==> run_1/m1.png <==
Supply wires on this layer in grey.
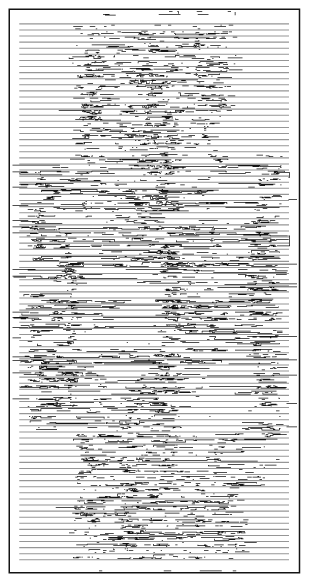
==> run_1/m2.png <==
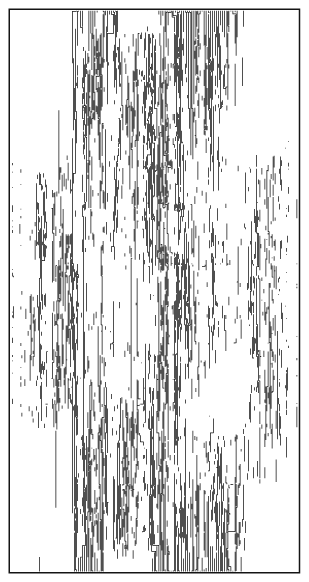
==> run_1/m3.png <==
The bar under the picture is 50 um long.
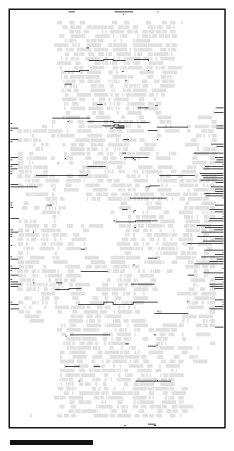
Design if_stage, sky130hd; sources not shown.
==> reports/metrics.csv, run 1 <==
stage,metric,value,unit
outcome,outcome,"complete, no violations",
cts,CTS Buf Count,51,
global_route,gr busiest metal,met2,
critical_path,Bufs and invs on worst path,2,
critical_path,"most used cell, CP",clkdlybuf4s50_1,
critical_path,Worst Path Max Fanout,2,
timing,Layout Skew,0.0214,ns
critical_path,Slowest cell on crit path,clkdlybuf4s50_1,
power_and_ir_drop,static leakage power,5.69,nW
worst_hold_path,hold crit path type,reg2reg,
logic_synthesis,synthesized area,0.0103,mm2
critical_path,critical path's top delay family,buffers and inverters,
timing,Max Transition Viols Final,0,
placed_design,Port Buffer Count,204,
finish,Area Growth Syn to Fin,27.6,%
logic_synthesis,Mux area share,16.3,%
floorplan,Die Wd,129,um
logic_synthesis,"area leader, netlist",dfrtp_1,
logic_synthesis,Synth top area share,52.8,%
cts,CTS Buffer Depth,3,
timing,Final min period,5.69,ns
finish,Comb area share,34.2,%
floorplan,Tap Cells,360,
timing,final setup TNS,0,ns
global_route,first-pass GRT wire length,42200,um
logic_synthesis,synthesis area per yosys,0.0103,mm2
logic_synthesis,Post-Synth Simple-Gate Area,13.5,%
logic_synthesis,Post-Syn Instances,940,
power_and_ir_drop,power per standard cell area,205,mW/mm2
routing,Initial DRT Pass Iterations,4,
finish,FF/Latch Area,0.00546,mm2
critical_path,flop-to-flop setup slack,6.90,ns
floorplan,num rows,88,
finish,largest class,flip-flops and latches,
critical_path,CP arrival,3.53,ns
finish,Flops,218,
finish,layout cell share with drive strength beyond 1,17.5,%
timing,fmax,176,MHz
power_and_ir_drop,maximum VDD drop,0.0890,mV
critical_path,R2R cell count,8,
cts,CTS tree,done,
cts,Post-CTS Repair Setup Buffers,0,
logic_synthesis,# Cells Yosys,940,
timing,Rel. slew slack,31.3,%
logic_synthesis,yosys xor share,3.98,%
floorplan,Die Span Y,251,um
critical_path,required time of the worst setup path,8.64,ns
routing,top layer in use,met4,
-- m1.png (at the start) --
The layer carries 9950 um of wire. The wires run mostly horizontal. The layer holds 37% of the routed length. The longest straight run is 37.7 um. 1073 nets have wire on it.
routed vias: 7725
final wirelength: 26600 um
grt met1 use: 18.0%

-- m2.png (at the start) --
The layer holds 54% of the routed length. The wires run mostly vertical. The layer carries 14400 um of wire. 1031 nets have wire on it.
met2 Track Usage GR: 29.5%

-- m3.png (at the start) --
The layer holds 4.1% of the routed length. The layer carries 1080 um of wire. The longest straight run is 30.6 um. The wires run mostly horizontal.
met3 Resource Use GR: 2.76%

## run 1: power by group
group          internal [W]  total (W)  switching [W]
clock network      0.000311   0.000639       0.000328
registers           0.00101    0.00115       0.000141
logic              0.000435   0.000916       0.000482
total               0.00175    0.00270       0.000950
## run 1: metrics by stage
step | util, % | hold slack [ns] | power, W | cell area, um2 | std cells
after floorplan | - | 0.475 | 0.00163 | 10400 | 945
after CTS | 45.7 | 0.482 | 0.00275 | 13200 | 1540
final | 45.7 | 0.475 | 0.00270 | 13200 | 1543
after detailed placement | 43.6 | 0.466 | 0.00210 | 12600 | 1449
after global routing | 45.7 | 0.495 | 0.00287 | 13200 | 1543
after global placement | 43.6 | 0.461 | 0.00207 | 12600 | 1449
==> run_1/m4.png <==
Supply wires on this layer in grey.
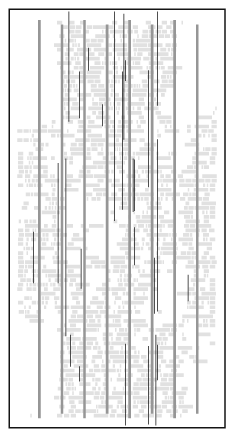

==> run 2, diff against run 1 <==
clock period = 5.4 ns   (was 10.8 ns; I/O delays follow)
==> run_2/m4.png <==
Supply wires on this layer in grey.
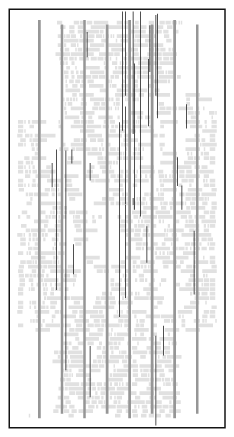
The longest straight run is 132 um. The layer carries 1310 um of wire.
final wirelength: 26500 um
routed vias: 7720

==> run 2 against run 1 <==
Effect of this change:
- count of clock-buffer cells in the layout increased by 3
- combinational power grew 100%
- largest power group unchanged
- highest routed layer unchanged
- critical path depth rose by 1
- critical endpoint unchanged
- cell count shrank 0.13%
- final area rose by 0.49%
- worst setup slack lost 3.2 ns
- sequential share of layout area shrank 0.20 points
- wire length fell by 0.43%
- flip-flop count did not move
- register-to-register slack worse by 5.0 ns
- total power up 100%
- sequential power rose by 100%
==> reports/metrics.csv, run 2 <==
stage,metric,value,unit,change
outcome,outcome,"complete, no violations",,unchanged
routing,Initial DRT Pass Iterations,4,,unchanged
critical_path,Bufs and invs on worst path,2,,unchanged
floorplan,Die Span Y,251,um,unchanged
critical_path,required time of the worst setup path,4.32,ns,was 8.64 ns
critical_path,flop-to-flop setup slack,1.87,ns,was 6.90 ns
critical_path,CP arrival,2.45,ns,was 3.53 ns
floorplan,Die Wd,129,um,unchanged
cts,CTS Buffer Depth,3,,unchanged
global_route,gr busiest metal,met2,,unchanged
power_and_ir_drop,Leading power group,sequential cells,,unchanged
timing,Max Transition Viols Final,0,,unchanged
power_and_ir_drop,Int Pwr,0.00357,W,was 0.00175 W
placed_design,Port Buffer Count,204,,unchanged
logic_synthesis,# Cells Yosys,940,,unchanged
worst_hold_path,hold crit path type,reg2reg,,unchanged
finish,layout cell share with drive strength beyond 1,18.0,%,was 17.5%
logic_synthesis,"area leader, netlist",dfrtp_1,,unchanged
global_route,met2 Track Usage GR,29.0,%,was 29.5%
logic_synthesis,synthesized area,0.0103,mm2,unchanged
logic_synthesis,synthesis area per yosys,0.0103,mm2,unchanged
power_and_ir_drop,sequential share of power,42.1,%,was 42.5%
power_and_ir_drop,NetSw,0.00188,W,was 0.000950 W
power_and_ir_drop,static leakage power,5.72,nW,was 5.69 nW
timing,Final min period,3.53,ns,
timing,final setup TNS,0,ns,unchanged
cts,CTS Buf Count,52,,was 51
global_route,grt met1 use,18.6,%,was 18.0%
cts,CTS tree,done,,unchanged
power_and_ir_drop,power share of the combinational group,33.6,%,was 33.9%
logic_synthesis,Mux area share,16.3,%,unchanged
==> run 2: cell counts after synthesis <==
No cell type changed its count.
==> run 2: cell type report <==
type | count | area (um2)
Multi-Input combinational cell | 650 | 4520
Antenna cell | 3 | 7.51
Sequential cell | 218 | 5460
Clock inverter | 9 | 61.3
Timing Repair Buffer | 217 | 2160
Clock buffer | 76 | 571
Fill cell | 2759 | 15600
Inverter | 8 | 33.8
Tap cell | 360 | 450
==> run 2: stage by stage <==
stage	hold slack, ns	instance area, um2	total power [W]	util, %	std cells
4_1_cts	0.481	13200	0.00557	45.9	1538
3_3_place_gp	0.460	12600	0.00415	43.7	1453
3_5_place_dp	0.465	12600	0.00419	43.7	1453
5_1_grt	0.503	13300	0.00580	45.9	1541
2_1_floorplan	0.475	10400	0.00325	-	945
6_report	0.478	13300	0.00545	45.9	1541
==> run_2/m1.png <==
Supply wires on this layer in grey.
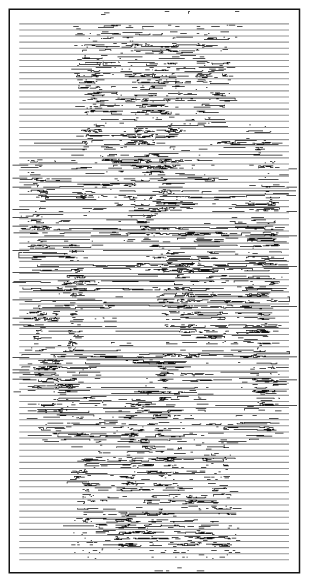

==> run 3, diff against run 2 <==
clock period = 3.6 ns   (was 5.4 ns; I/O delays follow)
==> run_3/m1.png <==
Supply wires on this layer in grey.
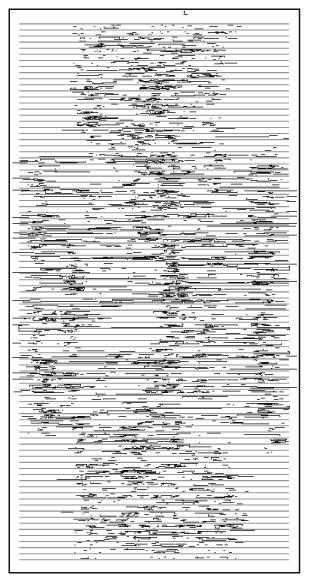
The longest straight run is 39.6 um. 1088 nets have wire on it.
final wirelength: 26700 um
routed vias: 7741
grt met1 use: 17.6%

==> run 3 against run 2 <==
Effect of this change:
- clock power is 46% higher
- flip-flop count stayed put
- hold slack worse by 0.14 ns
- clock skew is 0.0033 ns higher
- sequential power is about 50% higher
- first-iteration DRC count is 27% lower
- core utilization is 0.26 points higher
- critical path type is now reg2reg
==> reports/metrics.csv, run 3 <==
stage,metric,value,unit,change
logic_synthesis,Post-Synth Simple-Gate Area,13.5,%,unchanged
power_and_ir_drop,maximum VDD drop,0.213,mV,was 0.167 mV
critical_path,Slowest cell on crit path,ha_4,,was clkdlybuf4s50_1
logic_synthesis,synthesis area per yosys,0.0103,mm2,unchanged
cts,CTS Buf Count,51,,was 52
routing,Initial DRT Pass Iterations,4,,unchanged
logic_synthesis,synthesized area,0.0103,mm2,unchanged
finish,clk cell area share,4.68,%,was 4.77%
critical_path,required time of the worst setup path,4.15,ns,was 4.32 ns
placed_design,Port Buffer Count,204,,unchanged
global_route,first-pass GRT wire length,42700,um,was 42800 um
finish,FF/Latch Area,0.00546,mm2,unchanged
finish,diode count,3,,unchanged
critical_path,Worst Path Max Fanout,44,,was 9
timing,Max Transition Viols Final,0,,unchanged
critical_path,flop-to-flop setup slack,0.51,ns,was 1.87 ns
finish,Comb area share,33.9,%,was 34.1%
logic_synthesis,"area leader, netlist",dfrtp_1,,unchanged
finish,Area Growth Syn to Fin,29.0,%,was 28.2%
logic_synthesis,Post-Syn Instances,940,,unchanged
floorplan,num rows,88,,unchanged
finish,Comb gates,650,,unchanged
finish,Post-Layout Cell Count,1555,,was 1541
timing,Rel. slew slack,53.2,%,was 34.5%
placed_design,Cells after DPL,1460,,was 1453
outcome,outcome,"complete, no violations",,unchanged
logic_synthesis,yosys xor share,3.98,%,unchanged
timing,final setup TNS,0,ns,unchanged
critical_path,R2R cell count,8,,unchanged
critical_path,Bufs and invs on worst path,2,,unchanged
logic_synthesis,# Cells Yosys,940,,unchanged
run 3: stage by stage:
step | hold WS [ns] | area (um2)
floorplan | 0.475 | 10400
global placement | 0.461 | 12700
detailed placement | 0.462 | 12700
CTS | 0.255 | 13300
global route | 0.283 | 13300
finish | 0.338 | 13300
run 3: report_power, final:
part | internal, W | switching [W] | leakage, nW
clock | 0.000945 | 0.000981 | 0.374
combinational | 0.00132 | 0.00144 | 2.57
sequential | 0.00302 | 0.000424 | 2.82
total | 0.00528 | 0.00285 | 5.77
run 3: metal layers:
metal,track usage (%),up-vias,part of all wire (%)
met5,-,-,0
li1,-,3745,-
met2,29.9,230,53
met3,2.68,86,4.5
met1,17.6,3680,37
met4,9.82,0,5.9
Power figures rest on the tool's default switching activity, not on a simulated workload.
